`src/rtl/vga_timing_pkg.sv`:
```
// Shared state type, timing presets and helpers for the VGA raster timing controller.
package vga_timing_pkg;

    typedef enum logic [1:0] {
        IDLE  = 2'd0,
        RUN   = 2'd1,
        DRAIN = 2'd2
    } vga_state_e;

    localparam int VGA_CNT_W = 12;
    localparam int VGA_CNT_MAX = (1 << VGA_CNT_W) - 1;

    // 640x480 @ 60 Hz
    localparam int VGA640_H_ACTIVE = 640;
    localparam int VGA640_H_FP     = 16;
    localparam int VGA640_H_SYNC   = 96;
    localparam int VGA640_H_BP     = 48;
    localparam int VGA640_V_ACTIVE = 480;
    localparam int VGA640_V_FP     = 10;
    localparam int VGA640_V_SYNC   = 2;
    localparam int VGA640_V_BP     = 33;

    // 1280x720 @ 60 Hz
    localparam int VGA720_H_ACTIVE = 1280;
    localparam int VGA720_H_FP     = 110;
    localparam int VGA720_H_SYNC   = 40;
    localparam int VGA720_H_BP     = 220;
    localparam int VGA720_V_ACTIVE = 720;
    localparam int VGA720_V_FP     = 5;
    localparam int VGA720_V_SYNC   = 5;
    localparam int VGA720_V_BP     = 20;

    function automatic int vga_total(input int active, input int fp, input int sync, input int bp);
        return active + fp + sync + bp;
    endfunction

    // Half-open window test [lo, hi) on a raster counter.
    function automatic logic vga_in_window(input logic [VGA_CNT_W-1:0] cnt,
                                           input logic [VGA_CNT_W-1:0] lo,
                                           input logic [VGA_CNT_W-1:0] hi);
        return (cnt >= lo) && (cnt < hi);
    endfunction

endpackage

```
`src/rtl/vga_pix_tick.sv`:
```
// Free-running clock divider; pix_tick_o is a registered one-clk pulse every CLK_DIV clocks.
module vga_pix_tick #(
    parameter int CLK_DIV = 1
) (
    input  logic clk_i,
    input  logic rst_i,
    output logic pix_tick_o
);

    localparam int DIV_W = (CLK_DIV > 1) ? $clog2(CLK_DIV) : 1;
    localparam logic [DIV_W-1:0] DIV_LAST = DIV_W'(CLK_DIV - 1);

    logic [DIV_W-1:0] div_cnt_q;
    logic [DIV_W-1:0] div_cnt_d;
    logic             pix_tick_q;
    logic             pix_tick_d;

    always_comb begin
        div_cnt_d  = (div_cnt_q == DIV_LAST) ? '0 : div_cnt_q + DIV_W'(1);
        // Registered so the pulse lines up with the value div_cnt_q takes next.
        pix_tick_d = (div_cnt_d == DIV_LAST);
    end

    always_ff @(posedge clk_i or posedge rst_i) begin
        if (rst_i) begin
            div_cnt_q  <= '0;
            pix_tick_q <= 1'b0;
        end else begin
            div_cnt_q  <= div_cnt_d;
            pix_tick_q <= pix_tick_d;
        end
    end

    assign pix_tick_o = pix_tick_q;

endmodule

```
`src/rtl/vga_timing_ctrl.sv`:
```
// Raster timing controller: pixel tick, h/v counters, sync and video-enable generation
// with start/stop only at frame boundaries.
module vga_timing_ctrl
    import vga_timing_pkg::*;
#(
    parameter int H_ACTIVE = VGA640_H_ACTIVE,
    parameter int H_FP     = VGA640_H_FP,
    parameter int H_SYNC   = VGA640_H_SYNC,
    parameter int H_BP     = VGA640_H_BP,
    parameter int V_ACTIVE = VGA640_V_ACTIVE,
    parameter int V_FP     = VGA640_V_FP,
    parameter int V_SYNC   = VGA640_V_SYNC,
    parameter int V_BP     = VGA640_V_BP,
    parameter bit SYNC_POL = 1'b0,
    parameter int CLK_DIV  = 1
) (
    input  logic                 clk,
    input  logic                 reset,
    input  logic                 run,
    output logic                 busy,
    output logic                 pix_tick,
    output logic [VGA_CNT_W-1:0] pixel_x,
    output logic [VGA_CNT_W-1:0] pixel_y,
    output logic                 video_on,
    output logic                 hsync,
    output logic                 vsync,
    output logic                 line_start,
    output logic                 frame_start,
    output logic [15:0]          frame_count,
    output logic [VGA_CNT_W-1:0] hres,
    output logic [VGA_CNT_W-1:0] vres,
    output vga_state_e           dbg_state
);

    localparam int H_TOTAL = vga_total(H_ACTIVE, H_FP, H_SYNC, H_BP);
    localparam int V_TOTAL = vga_total(V_ACTIVE, V_FP, V_SYNC, V_BP);

    localparam logic [VGA_CNT_W-1:0] H_LAST = VGA_CNT_W'(H_TOTAL - 1);
    localparam logic [VGA_CNT_W-1:0] V_LAST = VGA_CNT_W'(V_TOTAL - 1);
    localparam logic [VGA_CNT_W-1:0] H_ACT  = VGA_CNT_W'(H_ACTIVE);
    localparam logic [VGA_CNT_W-1:0] V_ACT  = VGA_CNT_W'(V_ACTIVE);
    localparam logic [VGA_CNT_W-1:0] HS_BEG = VGA_CNT_W'(H_ACTIVE + H_FP);
    localparam logic [VGA_CNT_W-1:0] HS_END = VGA_CNT_W'(H_ACTIVE + H_FP + H_SYNC);
    localparam logic [VGA_CNT_W-1:0] VS_BEG = VGA_CNT_W'(V_ACTIVE + V_FP);
    localparam logic [VGA_CNT_W-1:0] VS_END = VGA_CNT_W'(V_ACTIVE + V_FP + V_SYNC);

    if (H_TOTAL > VGA_CNT_MAX || V_TOTAL > VGA_CNT_MAX) begin : g_bad_total
        $error("vga_timing_ctrl: H_TOTAL/V_TOTAL exceed the 12-bit raster counters");
    end
    if (CLK_DIV < 1) begin : g_bad_div
        $error("vga_timing_ctrl: CLK_DIV must be at least 1");
    end

    vga_state_e           state_q, state_d;
    logic [VGA_CNT_W-1:0] h_cnt_q, h_cnt_d;
    logic [VGA_CNT_W-1:0] v_cnt_q, v_cnt_d;
    logic [15:0]          frame_count_q, frame_count_d;
    logic                 busy_q, busy_d;
    logic                 video_on_q, video_on_d;
    logic                 hsync_q, hsync_d;
    logic                 vsync_q, vsync_d;
    logic                 line_start_q, line_start_d;
    logic                 frame_start_q, frame_start_d;
    logic                 tick;
    logic                 h_last;
    logic                 v_last;
    logic                 frame_last;

    vga_pix_tick #(
        .CLK_DIV (CLK_DIV)
    ) u_pix_tick (
        .clk_i      (clk),
        .rst_i      (reset),
        .pix_tick_o (tick)
    );

    assign h_last     = (h_cnt_q == H_LAST);
    assign v_last     = (v_cnt_q == V_LAST);
    assign frame_last = h_last && v_last;

    // Next state, counters and pulses; nothing moves except on a pixel tick.
    always_comb begin
        state_d       = state_q;
        h_cnt_d       = h_cnt_q;
        v_cnt_d       = v_cnt_q;
        frame_count_d = frame_count_q;
        line_start_d  = 1'b0;
        frame_start_d = 1'b0;

        if (tick) begin
            case (state_q)
                IDLE: begin
                    if (run) begin
                        state_d       = RUN;
                        frame_start_d = 1'b1;
                    end
                end
                RUN, DRAIN: begin
                    if (h_last) begin
                        h_cnt_d      = '0;
                        line_start_d = 1'b1;
                        v_cnt_d      = v_last ? '0 : v_cnt_q + VGA_CNT_W'(1);
                    end else begin
                        h_cnt_d = h_cnt_q + VGA_CNT_W'(1);
                    end
                    if (frame_last) begin
                        frame_count_d = frame_count_q + 16'd1;
                    end

                    if (state_q == RUN) begin
                        frame_start_d = frame_last;
                        if (!run) begin
                            state_d = DRAIN;
                        end
                    end else if (run) begin
                        // Re-armed while draining: keep scanning without a gap.
                        state_d       = RUN;
                        frame_start_d = frame_last;
                    end else if (frame_last) begin
                        state_d = IDLE;
                    end
                end
                default: begin
                    state_d = IDLE;
                    h_cnt_d = '0;
                    v_cnt_d = '0;
                end
            endcase
        end
    end

    // Raster-derived outputs are computed from the next counters so they land together.
    always_comb begin
        busy_d     = (state_d != IDLE);
        video_on_d = 1'b0;
        hsync_d    = ~SYNC_POL;
        vsync_d    = ~SYNC_POL;
        if (state_d != IDLE) begin
            video_on_d = (h_cnt_d < H_ACT) && (v_cnt_d < V_ACT);
            if (vga_in_window(h_cnt_d, HS_BEG, HS_END)) begin
                hsync_d = SYNC_POL;
            end
            if (vga_in_window(v_cnt_d, VS_BEG, VS_END)) begin
                vsync_d = SYNC_POL;
            end
        end
    end

    always_ff @(posedge clk or posedge reset) begin
        if (reset) begin
            state_q       <= IDLE;
            h_cnt_q       <= '0;
            v_cnt_q       <= '0;
            frame_count_q <= '0;
            busy_q        <= 1'b0;
            video_on_q    <= 1'b0;
            hsync_q       <= ~SYNC_POL;
            vsync_q       <= ~SYNC_POL;
            line_start_q  <= 1'b0;
            frame_start_q <= 1'b0;
        end else begin
            state_q       <= state_d;
            h_cnt_q       <= h_cnt_d;
            v_cnt_q       <= v_cnt_d;
            frame_count_q <= frame_count_d;
            busy_q        <= busy_d;
            video_on_q    <= video_on_d;
            hsync_q       <= hsync_d;
            vsync_q       <= vsync_d;
            line_start_q  <= line_start_d;
            frame_start_q <= frame_start_d;
        end
    end

    assign busy        = busy_q;
    assign pix_tick    = tick;
    assign pixel_x     = h_cnt_q;
    assign pixel_y     = v_cnt_q;
    assign video_on    = video_on_q;
    assign hsync       = hsync_q;
    assign vsync       = vsync_q;
    assign line_start  = line_start_q;
    assign frame_start = frame_start_q;
    assign frame_count = frame_count_q;
    assign hres        = H_ACT;
    assign vres        = V_ACT;
    assign dbg_state   = state_q;

endmodule

```
`config.mk`:
```
export PLATFORM = sky130hd
export DESIGN_NAME = vga_timing_ctrl
export DESIGN_NICKNAME = d
export VERILOG_FILES = /design/src/rtl/vga_timing_pkg.sv /design/src/rtl/vga_pix_tick.sv /design/src/rtl/vga_timing_ctrl.sv
export SDC_FILE = /design/constraint.sdc
export NUM_CORES = 1
export LEC_CHECK = 0
export CAP_MARGIN = 20
export CORE_UTILIZATION = 30
export CTS_BUF_LIST = sky130_fd_sc_hd__clkbuf_4
export DETAILED_ROUTE_END_ITERATION = 8
export GPL_ROUTABILITY_DRIVEN = 0
export PLACE_DENSITY = 0.64
export SLEW_MARGIN = 0
export SYNTH_ARGS = -nofsm -noshare
export SYNTH_HDL_FRONTEND = slang
export SYNTH_SLANG_ARGS = --single-unit
```
`constraint.sdc`:
```
create_clock -name clk -period 2.4 [get_ports clk]
set_input_delay 0.36 -clock clk [delete_from_list [all_inputs] [get_ports clk]]
set_output_delay 0.36 -clock clk [all_outputs]
set_load 0.03 [all_outputs]
```
Figure 1. Cell area per tile (run 1).
Scale: 4 px per µm. 10 x 10 tiles, from dark blue (low) to red (high), 0 to 100% covered.
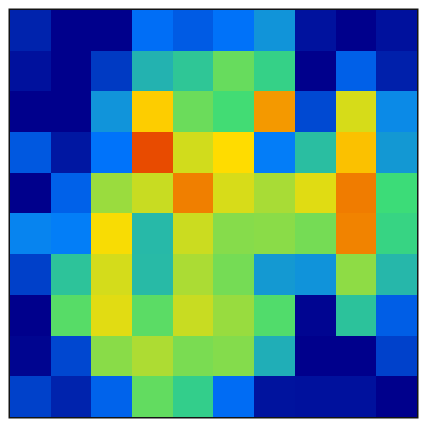
mean over tiles = 37%
emptiest ninth of the die = top left
tiles over 75% full = 7.0%
densest ninth of the die = middle

Figure 2. Metal 4 (run 1).
Scale: 4 px per µm. Supply wires on this layer in grey.
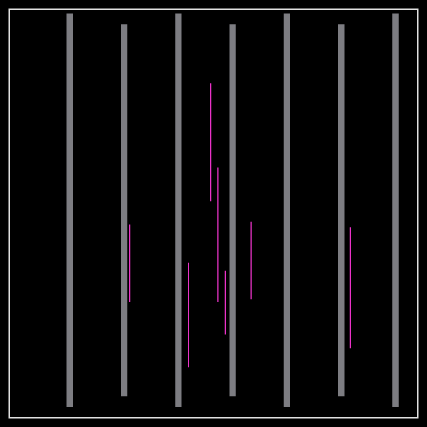
wire length on this layer = 172 µm
longest straight run = 33.3 µm
main direction = vertical
nets with wire on the layer = 6

==> results_dict.tcl, run 1 <==
# metrics dict for downstream scripts
set metrics [dict create \
    cts_hold_buf 0 \
    arrival_ps 2580 \
    ys_sh_mux 0.00377 \
    yosys-stat-area_um2 2980 \
    floorplan.die.width_um 102 \
    synthArstFlopShare 1.00 \
    cts_setup_buffers 0 \
    taps 133 \
    drv_cap 0 \
    worstSetupPathType "reg2reg" \
    top_cell "dfrtp_1" \
    ant_nets 0 \
    vias 2778 \
    grt-busiest-layer "met2" \
    root_buffer "clkbuf_4" \
    wl_met3_um 445 \
    worstPathCellList "inv_1, ha_4, nand2_1, nor2_2, o21ai_2, buf_4, or3_1, nand3_1, and3_4, and4b_1" \
    p_comb_frac 0.496 \
    ioPinCount 76 \
    aoi_share 0.144 \
    syn-cell-area_um2 2980 \
    cts.sinks 49 \
    synth-edff-count 0 \
    n_antenna_cell 0 \
    ys_ff 49 \
    logic_gates 248 \
    top_layer_used "met4" \
    clkCellAreaFrac 0.0156 \
    r2r_cells 10 \
    pre_cts_ws_ps 75.0 \
    rows 36 \
    power_density_nw_per_um2 682 \
    cts_tree "built" \
    portBuffers 51 \
    drt_wl_total_um 7920 \
    fin_worst_skew_ps 27.0 \
    clkLatencyLatePin_ps 390 \
    ys_seq_share 0.412 \
    fmax_ghz 0.438 \
    fp_util 0.308 \
    drt_iter0_drc 127 \
    first_pass_iters 4 \
    ys_cells 324 \
    crit_start "dbg_state[0]" \
    cp_top_family "simple AND/OR/NAND/NOR gates" \
    antenna_found_initial 0 \
    power_switching_mw 1.15 \
    n_all_buffers 98 \
    h-tree-depth 2 \
    p_seq_mw 0.959 \
    comb_share 0.399 \
    met1Wirelength_um 3470 \
    syn_avg_cell_area_um2 9.21 \
    largest_class "multi-input combinational cells" \
    grt_start_max_net_pins 30 \
    cp.depth 10 \
    slew_viol_final 0 \
    crit_path_top_delay_cell "dfrtp_2" \
    intPower_mw 1.58 \
    gr-usage-met1 0.197 \
    r2r-end "video_on" \
    hold_class "in2async" \
    cts.clk_slew.worst_paths_ps 180 \
    ctsResizeCount 0 \
    power_clock_mw 0.418 \
    adder_share 0.0294 \
    outcome "complete, no violations" \
    mostFrequentLayoutCell "clkdlybuf4s50_1" \
    maxPowerGroup "combinational cells" \
    pg_comb_mw 1.35 \
    required_ps 2690 \
    dr_wl_met2_um 3830 \
    start_kind "flip-flop" \
    logic_area_um2 1600 \
    dieArea_um2 10400 \
    warnings 30 \
]
Figure 3. Routing congestion map (run 1).
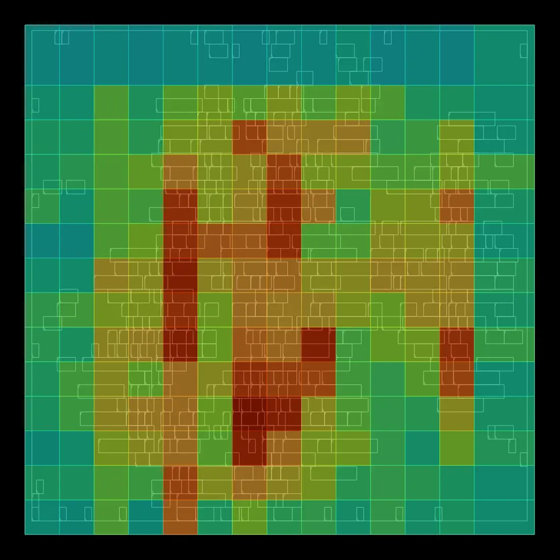
met3 GRT Util: 0.0400
post-layout util: 0.413
post-DR wirelength/cell: 14.4 µm
met2 Resource Use GR: 0.262

Figure 4. Wires at chosen ports, followed through buffers (run 1).
Scale: 3 px per µm.
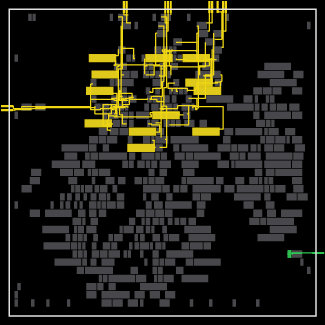

==> inputs of run 2 (changes only) <==
- CORE_ASPECT_RATIO: unset -> 1.1
- MAX_ROUTING_LAYER: unset -> met4
Figure 5. Wires at chosen ports, followed through buffers (run 2).
Scale: 2 px per µm.
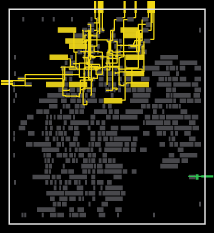
`reset` -> green  # direction input, edge right, end cells 1, wire 7.90 µm
`pixel_y` -> yellow  # direction output, edge 10 top, 2 left, end cells 12, wire 933 µm

==> run 2 against run 1 <==
Against the previous run:
- fmax is 0.18% higher
- flip-flop count stayed put
- hold slack better by 61 ps
- synthesized area is the same
- via count is 2.1% higher
- critical path type unchanged
- largest power group unchanged
- highest routed layer unchanged
==> results_dict.tcl, run 2 <==
# metrics dict for downstream scripts
set metrics [dict create \
    ir_drop_v 0.000344 \
    largest_reg_flops 16 \
    largest_class "multi-input combinational cells" \
    p_leak_nw 1.74 \
    power_switching_mw 1.15 \
    wl_met3_um 351 \
    required_ps 2700 \
    yosys-stat-area_um2 2980 \
    total_power_mw 2.72 \
    chipHeight_um 107 \
    arrival_ps 2580 \
    r2r_start "pixel_x[0]" \
    drc 0 \
    intPower_mw 1.57 \
    lay_top_cells "clkdlybuf4s50_1 (51), buf_4 (48), dfrtp_1 (43)" \
    comb_share 0.405 \
    antenna_found_initial 0 \
    cts_tree "built" \
    pre_cts_ws_ps 48.5 \
    crit_path_end_kind "flip-flop" \
    nFillCells 925 \
    syn_avg_cell_area_um2 9.21 \
    hold_class "in2async" \
    n_all_buffers 100 \
    ys_sh_mux 0.00377 \
    ctsResizeCount 1 \
    design_area_um2 4020 \
    fin_worst_skew_ps 22.5 \
    adder_share 0.0294 \
    worstPathCellList "ha_1, and4_2, nand3_4, or4_4, or3_1, o21ai_2, nor3_2, and4b_1" \
    synth_cells 324 \
    start_kind "flip-flop" \
    synthArstFlopShare 1.00 \
    viasPerCell 5.27 \
    maxPowerGroup "combinational cells" \
    ys_ff 49 \
    root_buffer "clkbuf_4" \
    grt_first_pass_wirelength_um 13500 \
    h-tree-depth 2 \
    grt_start_max_net_pins 28 \
    area_leaders "dfrtp_1 (39%), buf_4 (6.0%), nand3_1 (4.0%)" \
    fp_util 0.314 \
    met1Wirelength_um 3730 \
    placed_cell_area_um2 3840 \
    pg_comb_mw 1.36 \
    ys_seq_share 0.412 \
    ys_sh_simple 0.260 \
    fin_nets 430 \
    top_layer_used "met4" \
    fin_util 0.423 \
    fin_crit_sh 0.950 \
    aoi_share 0.144 \
    num-clock-buffers 5 \
    r2r_cells 8 \
    synth_cell_types 62 \
    power_density_nw_per_um2 678 \
    hold_ws_ps 342 \
    cp.depth 8 \
    ioPinCount 76 \
    grt_use_met2 0.275 \
    first_pass_iters 4 \
    area_growth_pct 34.5 \
    clockBufferDepth 2 \
    cts_hold_buf 0 \
    p_seq_mw 0.949 \
    relSlewSlack 0.584 \
    yosysTopAreaCell "dfrtp_1" \
    yosys_most_used_dff "dfrtp_1" \
    logic_area_um2 1630 \
    grtUsageMet3 0.0287 \
    power_clock_mw 0.415 \
    drv_cap 0 \
    gr-usage-met1 0.200 \
    topCombFamilyByArea "simple AND/OR/NAND/NOR gates" \
    crit_start "pixel_x[0]" \
    dieArea_um2 10400 \
    slew_viol_final 0 \
    drt_wl_total_um 8510 \
    xor_area_frac 0.0499 \
    first_global_vias 2747 \
    cts_setup_buffers 0 \
    taps 117 \
    clkLatencyLatePin_ps 390 \
    outcome "complete, no violations" \
    cts_buffers 5 \
    logic_gates 248 \
    fin_ws_ps 121 \
    clkCellAreaFrac 0.0146 \
    dr_wl_met2_um 4130 \
    syn-cell-area_um2 2980 \
    worstSetupEndpoint "video_on" \
    cts.clk_slew.worst_paths_ps 170 \
    overflow 0 \
    path_buffers 0 \
    rows 37 \
    dp.cells 525 \
    n_antenna_cell 0 \
    warnings 29 \
    grt-busiest-layer "met2" \
    wire_per_inst_um 15.8 \
    hpwlAfterDp_um 6400 \
    crit_path_top_delay_cell "or4_4" \
    groute.usage.overall 0.166 \
    mostFrequentLayoutCell "clkdlybuf4s50_1" \
    ys_cells 324 \
    common_cells "dfrtp_1 (47), nand2_1 (27), buf_4 (24), nand3_1 (24), o21ai_0 (17)" \
    p_seq_frac 0.349 \
    portBuffers 51 \
    rrSetupSlack_ps 120 \
    ant_nets 0 \
    vias 2837 \
    seq_cell_count 49 \
    cts.sinks 49 \
    drt_iter0_drc 105 \
    p_comb_frac 0.499 \
    worstSetupPathType "reg2reg" \
    layout-drive-gt1-share 0.209 \
    cp_top_family "simple AND/OR/NAND/NOR gates" \
    fmax_ghz 0.439 \
    r2r-end "video_on" \
    synth-edff-count 0 \
    setup_tns_ps 0 \
    floorplan.die.width_um 97.1 \
    top_cell "dfrtp_1" \
    instances_no_fill 538 \
]
Power figures rest on the tool's default switching activity, not on a simulated workload.
